[config.mk]
export PLATFORM = sky130hd
export DESIGN_NAME = cpu_mem_responder_flat
export DESIGN_NICKNAME = d
export VERILOG_FILES = /design/src/rtl/cpu_mem_responder_if.sv /design/src/rtl/cpu_mem_responder.sv /design/src/flat_wrapper.sv
export SDC_FILE = /design/constraint.sdc
export NUM_CORES = 2
export LEC_CHECK = 0
export ABC_CLOCK_PERIOD_IN_PS = 7700
export CORE_UTILIZATION = 25
export DETAILED_ROUTE_END_ITERATION = 10
export GPL_ROUTABILITY_DRIVEN = 0
export MAX_ROUTING_LAYER = met4
export PLACE_DENSITY_LB_ADDON = 0.2
export SLEW_MARGIN = 10
export SYNTH_ARGS = -nofsm -noshare
export SYNTH_HDL_FRONTEND = slang
export SYNTH_SLANG_ARGS = --single-unit
[constraint.sdc]
create_clock -name clk -period 7.7 [get_ports clk]
set_input_delay 1.54 -clock clk [delete_from_list [all_inputs] [get_ports clk]]
set_output_delay 1.54 -clock clk [all_outputs]
set_load 0.02 [all_outputs]
[src/rtl/cpu_mem_responder_if.sv]
// cpu_mem_responder_if: CPU request/response bus and host loader port
interface cpu_mem_responder_if #(parameter int ADDR_W = 16, parameter int DATA_W = 8);
  logic              req;
  logic              we;
  logic [ADDR_W-1:0] addr;
  logic [DATA_W-1:0] wdata;
  logic [DATA_W-1:0] rdata;
  logic              ready;
  logic              err;
  logic              ld_valid;
  logic [ADDR_W-1:0] ld_addr;
  logic [DATA_W-1:0] ld_data;
  logic              ld_ready;
  modport master (output req, we, addr, wdata, ld_valid, ld_addr, ld_data,
                  input rdata, ready, err, ld_ready);
  modport slave  (input req, we, addr, wdata, ld_valid, ld_addr, ld_data,
                  output rdata, ready, err, ld_ready);
endinterface

[src/rtl/cpu_mem_responder.sv]
// cpu_mem_responder: RAM + I/O window responder with wait states; MEM_WRITE_PROTECT_EN guards low RAM from CPU writes
module cpu_mem_responder #(
  parameter int              ADDR_W      = 16,
  parameter int              DATA_W      = 8,
  parameter int              RAM_DEPTH   = 256,
  parameter logic [ADDR_W-1:0] IO_BASE   = 16'hFF00,
  parameter int              WAIT_CYCLES = 1,
  parameter int              PROTECT_TOP = 16
) (
  input  logic              clk,
  input  logic              rst,
  cpu_mem_responder_if.slave bus,
  output logic [DATA_W-1:0] io_out,
  input  logic [DATA_W-1:0] io_in
);
  localparam int AW = $clog2(RAM_DEPTH);
  localparam logic [ADDR_W-1:0] RAM_TOP = ADDR_W'(RAM_DEPTH);
  localparam logic [ADDR_W-1:0] PTOP = ADDR_W'(PROTECT_TOP);
`ifdef MEM_WRITE_PROTECT_EN
  localparam bit PROT = 1'b1;
`else
  localparam bit PROT = 1'b0;
`endif
  typedef enum logic [1:0] {S_IDLE, S_WAIT, S_RESP} state_t;
  state_t            state;
  logic [3:0]        cnt;
  logic [ADDR_W-1:0] c_addr;
  logic              c_we;
  logic [DATA_W-1:0] c_wdata;
  logic [DATA_W-1:0] mem [RAM_DEPTH];
  logic [DATA_W-1:0] io_s1, io_s2;
  logic              ld_seen;
  logic [ADDR_W-1:0] off;
  logic              ram_hit, is_io0, is_io1, is_io2, wr_ram, bad, ld_acc;
  logic [DATA_W-1:0] rd_val;
  assign bus.ld_ready = (state == S_IDLE) & ~bus.req;
  assign ld_acc = bus.ld_valid & bus.ld_ready & rst;
  always_comb begin
    off     = c_addr - IO_BASE;
    ram_hit = c_addr < RAM_TOP;
    is_io0  = off == '0;
    is_io1  = off == ADDR_W'(1);
    is_io2  = off == ADDR_W'(2);
    wr_ram  = ram_hit & ~(PROT & (c_addr < PTOP));
    rd_val  = ram_hit ? mem[c_addr[AW-1:0]] :
              is_io0  ? io_out :
              is_io1  ? io_s2 :
              is_io2  ? {{(DATA_W-2){1'b0}}, ld_seen, 1'b1} : '0;
    bad     = c_we ? ~(wr_ram | is_io0) : ~(ram_hit | is_io0 | is_io1 | is_io2);
  end
  // CPU writes happen only in RESP and loader writes only in IDLE, so they never collide
  always_ff @(posedge clk) begin
    if (rst && state == S_RESP && c_we && wr_ram) mem[c_addr[AW-1:0]] <= c_wdata;
    else if (ld_acc && bus.ld_addr < RAM_TOP) mem[bus.ld_addr[AW-1:0]] <= bus.ld_data;
  end
  always_ff @(posedge clk) begin
    if (!rst) begin
      state     <= S_IDLE;
      cnt       <= '0;
      bus.rdata <= '0;
      bus.ready <= 1'b0;
      bus.err   <= 1'b0;
      io_out    <= '0;
      io_s1     <= '0;
      io_s2     <= '0;
      ld_seen   <= 1'b0;
    end else begin
      io_s1     <= io_in;
      io_s2     <= io_s1;
      bus.ready <= 1'b0;
      bus.err   <= 1'b0;
      if (ld_acc) ld_seen <= 1'b1;
      case (state)
        S_IDLE: if (bus.req) begin
          c_addr  <= bus.addr;
          c_we    <= bus.we;
          c_wdata <= bus.wdata;
          cnt     <= 4'(WAIT_CYCLES - 1);
          state   <= (WAIT_CYCLES == 0) ? S_RESP : S_WAIT;
        end
        S_WAIT: begin
          cnt <= cnt - 4'd1;
          if (cnt == '0) state <= S_RESP;
        end
        S_RESP: begin
          bus.ready <= 1'b1;
          bus.err   <= bad;
          if (!c_we) bus.rdata <= rd_val;
          if (c_we && is_io0) io_out <= c_wdata;
          state <= S_IDLE;
        end
        default: state <= S_IDLE;
      endcase
    end
  end
endmodule

[src/flat_wrapper.sv]
// flat-port wrapper written by rule: the top's interface ports become plain ports
module cpu_mem_responder_flat 
#(
  parameter int              ADDR_W      = 16,
  parameter int              DATA_W      = 8,
  parameter int              RAM_DEPTH   = 256,
  parameter logic [ADDR_W-1:0] IO_BASE   = 16'hFF00,
  parameter int              WAIT_CYCLES = 1,
  parameter int              PROTECT_TOP = 16
)
  (clk, rst, io_out, io_in, bus_req, bus_we, bus_addr, bus_wdata, bus_ld_valid, bus_ld_addr, bus_ld_data, bus_rdata, bus_ready, bus_err, bus_ld_ready);
  cpu_mem_responder_if #(.ADDR_W(ADDR_W), .DATA_W(DATA_W)) bus_i ();
  input  logic clk;
  input  logic rst;
  output logic [DATA_W-1:0] io_out;
  input  logic [DATA_W-1:0] io_in;
  input wire logic [$bits(bus_i.req)-1:0] bus_req;
  input wire logic [$bits(bus_i.we)-1:0] bus_we;
  input wire logic [$bits(bus_i.addr)-1:0] bus_addr;
  input wire logic [$bits(bus_i.wdata)-1:0] bus_wdata;
  input wire logic [$bits(bus_i.ld_valid)-1:0] bus_ld_valid;
  input wire logic [$bits(bus_i.ld_addr)-1:0] bus_ld_addr;
  input wire logic [$bits(bus_i.ld_data)-1:0] bus_ld_data;
  output wire logic [$bits(bus_i.rdata)-1:0] bus_rdata;
  output wire logic [$bits(bus_i.ready)-1:0] bus_ready;
  output wire logic [$bits(bus_i.err)-1:0] bus_err;
  output wire logic [$bits(bus_i.ld_ready)-1:0] bus_ld_ready;
  assign bus_i.req = bus_req;
  assign bus_i.we = bus_we;
  assign bus_i.addr = bus_addr;
  assign bus_i.wdata = bus_wdata;
  assign bus_i.ld_valid = bus_ld_valid;
  assign bus_i.ld_addr = bus_ld_addr;
  assign bus_i.ld_data = bus_ld_data;
  assign bus_rdata = bus_i.rdata;
  assign bus_ready = bus_i.ready;
  assign bus_err = bus_i.err;
  assign bus_ld_ready = bus_i.ld_ready;
  cpu_mem_responder #(.ADDR_W(ADDR_W), .DATA_W(DATA_W), .RAM_DEPTH(RAM_DEPTH), .IO_BASE(IO_BASE), .WAIT_CYCLES(WAIT_CYCLES), .PROTECT_TOP(PROTECT_TOP)) u_core (.clk(clk), .rst(rst), .bus(bus_i), .io_out(io_out), .io_in(io_in));
endmodule
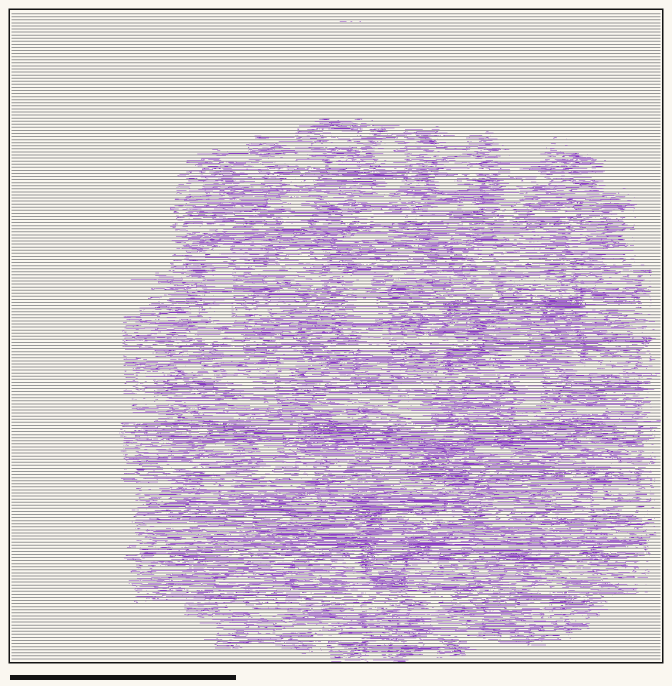
(images/layer_met1.png)
Bar = 200 um. Supply wires on this layer in grey.
The layer carries 111 mm of wire. The longest straight run is 190 um. The wires run mostly horizontal. 4168 nets have wire on it.
fraction of met1 tracks used by global routing: 0.206
overall via count from detail_route: 41000

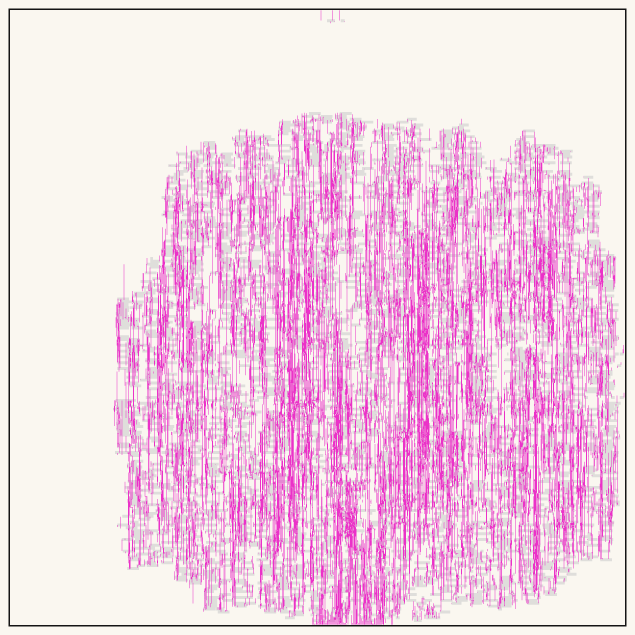
(images/layer_met2.png)
Cells faint in the background.
The longest straight run is 206 um. The layer carries 122 mm of wire. 3775 nets have wire on it. The layer holds 48% of the routed length.
met2 Usage GRT: 0.246
Total Wirelength: 254000 um

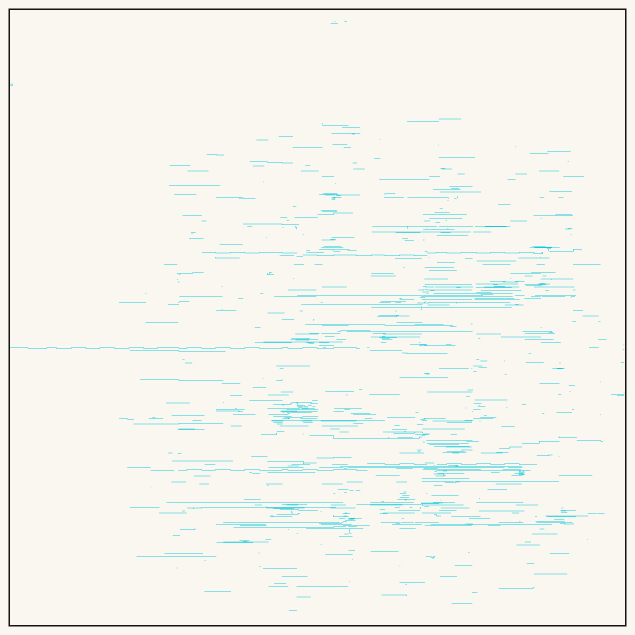
(images/layer_met3.png)
356 nets have wire on it. The layer carries 13300 um of wire.
met3 capacity usage during global routing: 0.0244

==> summary.txt <==
Status on the layout run. The run finished with clean final reports. Setup slack on the critical path of the routed design comes to 2470 ps. Detailed placement HPWL landed at 157000 um. The library cells used most frequently in the layout, excluding fill and tap cells, are edfxtp_1 (2073), mux4_2 (477), nor2_1 (293), clkbuf_16 (233), mux2i_1 (175). The worst setup path is of the primary input to register kind. Simple-gate portion of the synthesized area landed at 0.0377. Count of buffering cells on the critical path with inverters included landed at 1. The cell-mix breakdown from Yosys lists the compound-gate area share as 0.0284. Post-synthesis register bit count landed at 2122. TritonCTS built the clock tree.

Worst hold slack landed at 442 ps. The worst setup path is launched from a primary input. Top-level I/O count landed at 80. Among all cell classes, the greatest summed area belongs to flip-flops and latches.

Per the final report, max-transition violations number 0. Switching portion of total power landed at 0.229. Cell count after synthesis landed at 4024. Setup repair after global routing left no endpoint under its margin.

The number of sequential cells reported for the layout is 2122. Number of buffers added for setup after CTS landed at 0. In the CTS report, the clock slew at the register clock pins of the worst setup and hold paths is listed as 60 ps. Largest net degree at the start of global routing landed at 109. The cell that appears most often on the critical path is nand2_1. In this run the critical path is formed by clkdlybuf4s50_1 -> or4b_4 -> nor4_4 -> nand3_1 -> nand2_1 -> nand2_1 -> nor2_1. Sequential share of the synthesized area landed at 0.765. Nets still carrying antenna violations after routing amount to 0. According to the Yosys statistics, the synthesized design has a chip area of 0.0827 mm2. The non-clock inverters instantiated in the layout total 14. Total die size landed at 0.333 mm2. The repair_antennas step left the layout with diodes totalling 4. Cell internal power was estimated by the tool at 20.1 mW.

Counting plain and timing-repair buffers in the layout gives 168. Post-cts sizing count landed at 0. After synthesis, the share of flip-flops with an asynchronous set or reset is 0.

For the pin with the worst max-slew slack, the measured transition is 1200 ps. Fmax landed at 191 MHz. Cell area reported after detailed placement landed at 0.0889 mm2.

The area taken by multi-input combinational cells is reported as 0.0183 mm2. The routed design could run at a clock period as short as 5230 ps. Relative contribution of sequential cells to total power landed at 0.489. Sum of negative setup slack landed at 0 ps. The run reported a max-capacitance violation count of 0.

Clock tree synthesis inserted a total of 228 buffers. Mux contribution to synthesized area landed at 0.154. Cell total after placement landed at 8306.

Global-route wire length before repair landed at 352000 um. Of the total standard cell area in the layout, the sequential portion is 0.655. Portion of the clock cycle consumed by the worst path in the final layout landed at 0.679. Number of cell instances after yosys synthesis landed at 4024. Number of tap cells inserted landed at 4346. Count of placed standard cells in the final layout, fillers left out landed at 8733. Layout-stage area growth over the synthesis result landed at 16.8%. Area fraction in full adders, half adders and majority gates landed at 0.000424. According to the floorplan report, the die width is 577 um. Total power for the finished layout comes to 26.1 mW. Leaving out fill and tap cells, the most frequent cell in the layout is edfxtp_1. The share of the core area taken by cells at floorplan is 0.252. For this block, the initial DRC count from the detailed router was 3814.

Hold-check failures listed in the final report amount to 0. The netlist uses 69 different library cells. Clock skew on the completed layout was measured at 41.1 ps.

Number of warnings the tools reported landed at 30. Area of the core region landed at 0.328 mm2. Net total in the final layout landed at 4253. Data required time at the worst endpoint landed at 8190 ps. For this run the aggregate overflow at the end of global routing stands at 0. Number of levels in the clock H-tree landed at 4. Share of total power in combinational logic landed at 0.079. Per the synthesis report, the XOR/XNOR share of the synthesized area is 0. As logged by OpenROAD, the buffers inserted on ports number 79. Worst stage delay on the critical path landed at 900 ps. The worst setup path is captured at a register. Measured on the finished design, the core utilization comes to 0.294. Dividing the detail-routed wire length by the instance count gives 29.1 um. Final count of negative-setup-slack endpoints landed at 0.

Using the TritonRoute via totals, the vias-per-cell ratio works out to 4.70.
[flip-flops by register name (all words and copies together), names as in the netlist, 2 cells and up, named ones only]
signal	count
u_core.bus.rdata	8
u_core.c_addr	16
u_core.c_wdata	8
u_core.cnt	4
u_core.io_out	8
u_core.io_s1	8
u_core.io_s2	8
u_core.mem	2048
u_core.state	2
[routing by layer]
layer  wire (um)  share of wire  vias up  track usage
li1            -              -    17100            -
met1      111000           0.44    22400        0.206
met2      122000           0.48     1281        0.246
met3       13300          0.052      310       0.0244
met4        7450          0.029        0       0.0432
met5           0              0        -            -
[final timing paths]
path              startpoint                 end  slack [ps]  depth (start not counted)
max                  bus_req  u_core.mem[127][7]        2470                          7
min          u_core.io_s1[7]     u_core.io_s2[7]         440                          1
max reg2reg  u_core.state[0]  u_core.mem[127][7]        3100                          6
min reg2reg  u_core.io_s1[7]     u_core.io_s2[7]         440                          1
[power groups by stage]
stage,clock network [mW],logic [mW],registers (mW)
after global routing,11.9,2.16,12.8
after floorplan,0,1.24,13.0
after detailed placement,0,2.09,13.0
after CTS,11.5,2.09,12.8
after global placement,0,2.10,13.0
final,11.3,2.06,12.8
[cells in the mapped netlist, drive strengths merged, types with 19 or more instances]
library cell     n  area share
a21oi           60      0.0036
a22oi          122       0.011
and2            22      0.0017
buf            158       0.011
clkbuf          74      0.0035
dfxtp           49       0.012
edfxtp        2073        0.75
mux2            20      0.0027
mux2i          175       0.021
mux4           477        0.13
nand2          139      0.0063
nand2b          26      0.0033
nand3           39      0.0024
nor2           295       0.013
nor2b           21      0.0016
nor3            25      0.0015
o21ai           23      0.0014
o22ai           20      0.0015
or2             19      0.0014
Power is estimated from default activity; no workload was simulated.
